Design instr_loader, sky130hd; sources not shown.
### Cell classes on the final placement

Bar = 20 microns.
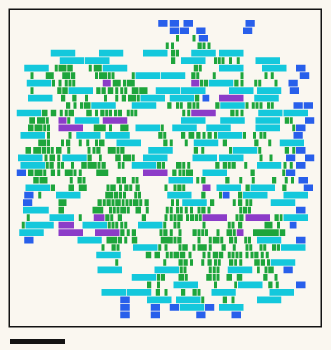
[purple] clock drivers and dummy loads | cells: 16
[blue] other buffers and delay cells | cells: 45
[cyan] flip-flops | cells: 96
[green] all other logic | cells: 451
Finished Cell Area: 5460 sq um
Core Region: 11,800 sq um
Seq/total area: 0.441
row count: 40

### Routing congestion

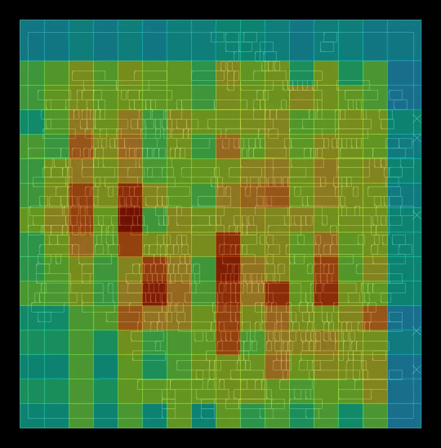
busiest layer in global routing: met2
M2 GR Usage: 0.260

### Cells by drive strength

Bar = 20 microns.
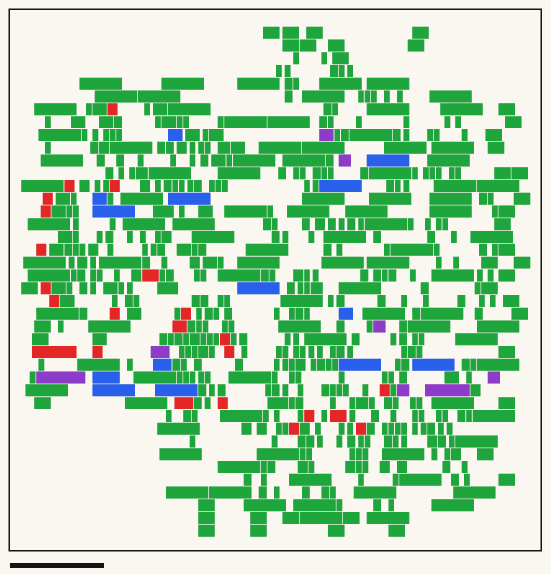
[blue] drive 6 and up | cells: 14 | most used: clkbuf_16
[purple] drive 3 to 4 | cells: 8 | most used: buf_4
[green] drive 1 or less | cells: 563 | most used: nand2_1
[red] drive 2 | cells: 23 | most used: nor2_2
layout overhead on the synthesized area: 18.5%
Signal buffers: 45

### Where the registers sit

Bar = 20 microns.
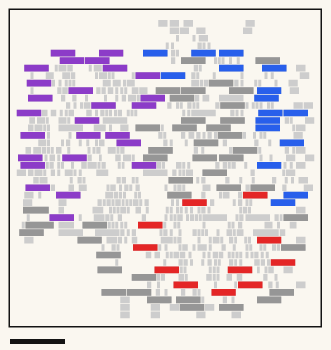
[purple] to_cnt_q | sequential cells: 26
[blue] instr_writedata | sequential cells: 16
[red] idx_q | sequential cells: 11
not colored: 43
Util after Layout: 0.462
FF/Latch Area: 2410 sq um
Seq. pwr: 1.43 mW

==> results.toml <==
# synthesis and place-and-route metrics
[run_status]
violations = "DRC"
status = "complete, but fails checks"

[yosys]
synth_cell_types = 34
syn_inst = 559
yosys_warnings = 0
ys_seq_share = 0.522
netlist_area_sq_um = 4610

[drt]
drc = 5
routedWlPerCell_microns = 13.1

[sta]
worst-slew-pin-transition_ns = 0.611
fin_setup_tns_ns = 0
rsz0062_at_grt = "false"
hold_viol = 0
max_freq_ghz = 0.413

[cts]
clk_root_buffer_cell = "clkbuf_16"

[place]
io_buffers = 42
gp_congestion = 0.878

[grt]
overflow = 0

[min_path]
min_path_type = "input pin to async pin"

[die]
initial_core_util = 0.390

[worst_setup_path]
ff2ff_path_depth = 11

[power_and_ir_drop]
power_density_nw_per_um2 = 541

[cells_and_area]
lay_top_count = "nand2_1"
layer usage:
| metal | GRT usage | up-vias | routed length [microns] |
|---|---|---|---|
| li1 | - | 1861 | - |
| met1 | 0.219 | 1760 | 4740 |
| met2 | 0.260 | 70 | 4660 |
| met3 | 0.0353 | 12 | 362 |
| met4 | 0.0553 | 0 | 155 |
| met5 | 0 | - | 0 |
worst max-delay path: stages, from the launching register on:
cell and delay (ns):
dfrtp_1 0.41, inv_1 0.08, ha_1 0.15, nand4_1 0.09, nor3_1 0.15, nand3_1 0.17, nand2_1 0.13, nor2_2 0.06
nand2_2 0.40, inv_1 0.31, nand3_1 0.14, o21ai_0 0.09
area by class of cell:
type | count | share of cell area
Timing Repair Buffer | 45 | 0.0811
Multi-Input combinational cell | 382 | 0.343
Sequential cell | 96 | 0.441
Tap cell | 147 | 0.0337
Clock buffer | 9 | 0.0413
Inverter | 69 | 0.0474
Clock inverter | 7 | 0.0128
cells by family after synthesis:
family	after synthesis	synth area share
buffers and inverters	81	0.0722
adder cells (fa/ha/maj)	3	0.00815
flip-flops	96	0.522
XOR/XNOR	23	0.0475
AND/OR/NAND/NOR	290	0.275
AND-OR/OR-AND	65	0.0750
other	1	0.000814
cells in the mapped netlist, types with 4 or more instances:
library cell  instances  area [sq um]
xor2_1               17           149
dfrtp_1              95          2380
nand2_1             153           574
buf_2                 8          40.0
inv_1                69           259
nand2_2               4          25.0
nor2_1               51           191
nor2_2               13          81.3
o22ai_1               8          50.1
nand4_1              12          75.1
nor3_1                9          45.0
xnor2_1               5          43.8
nand3_1              36           180
o21ai_0              51           255
Power and IR drop assume default switching activity.
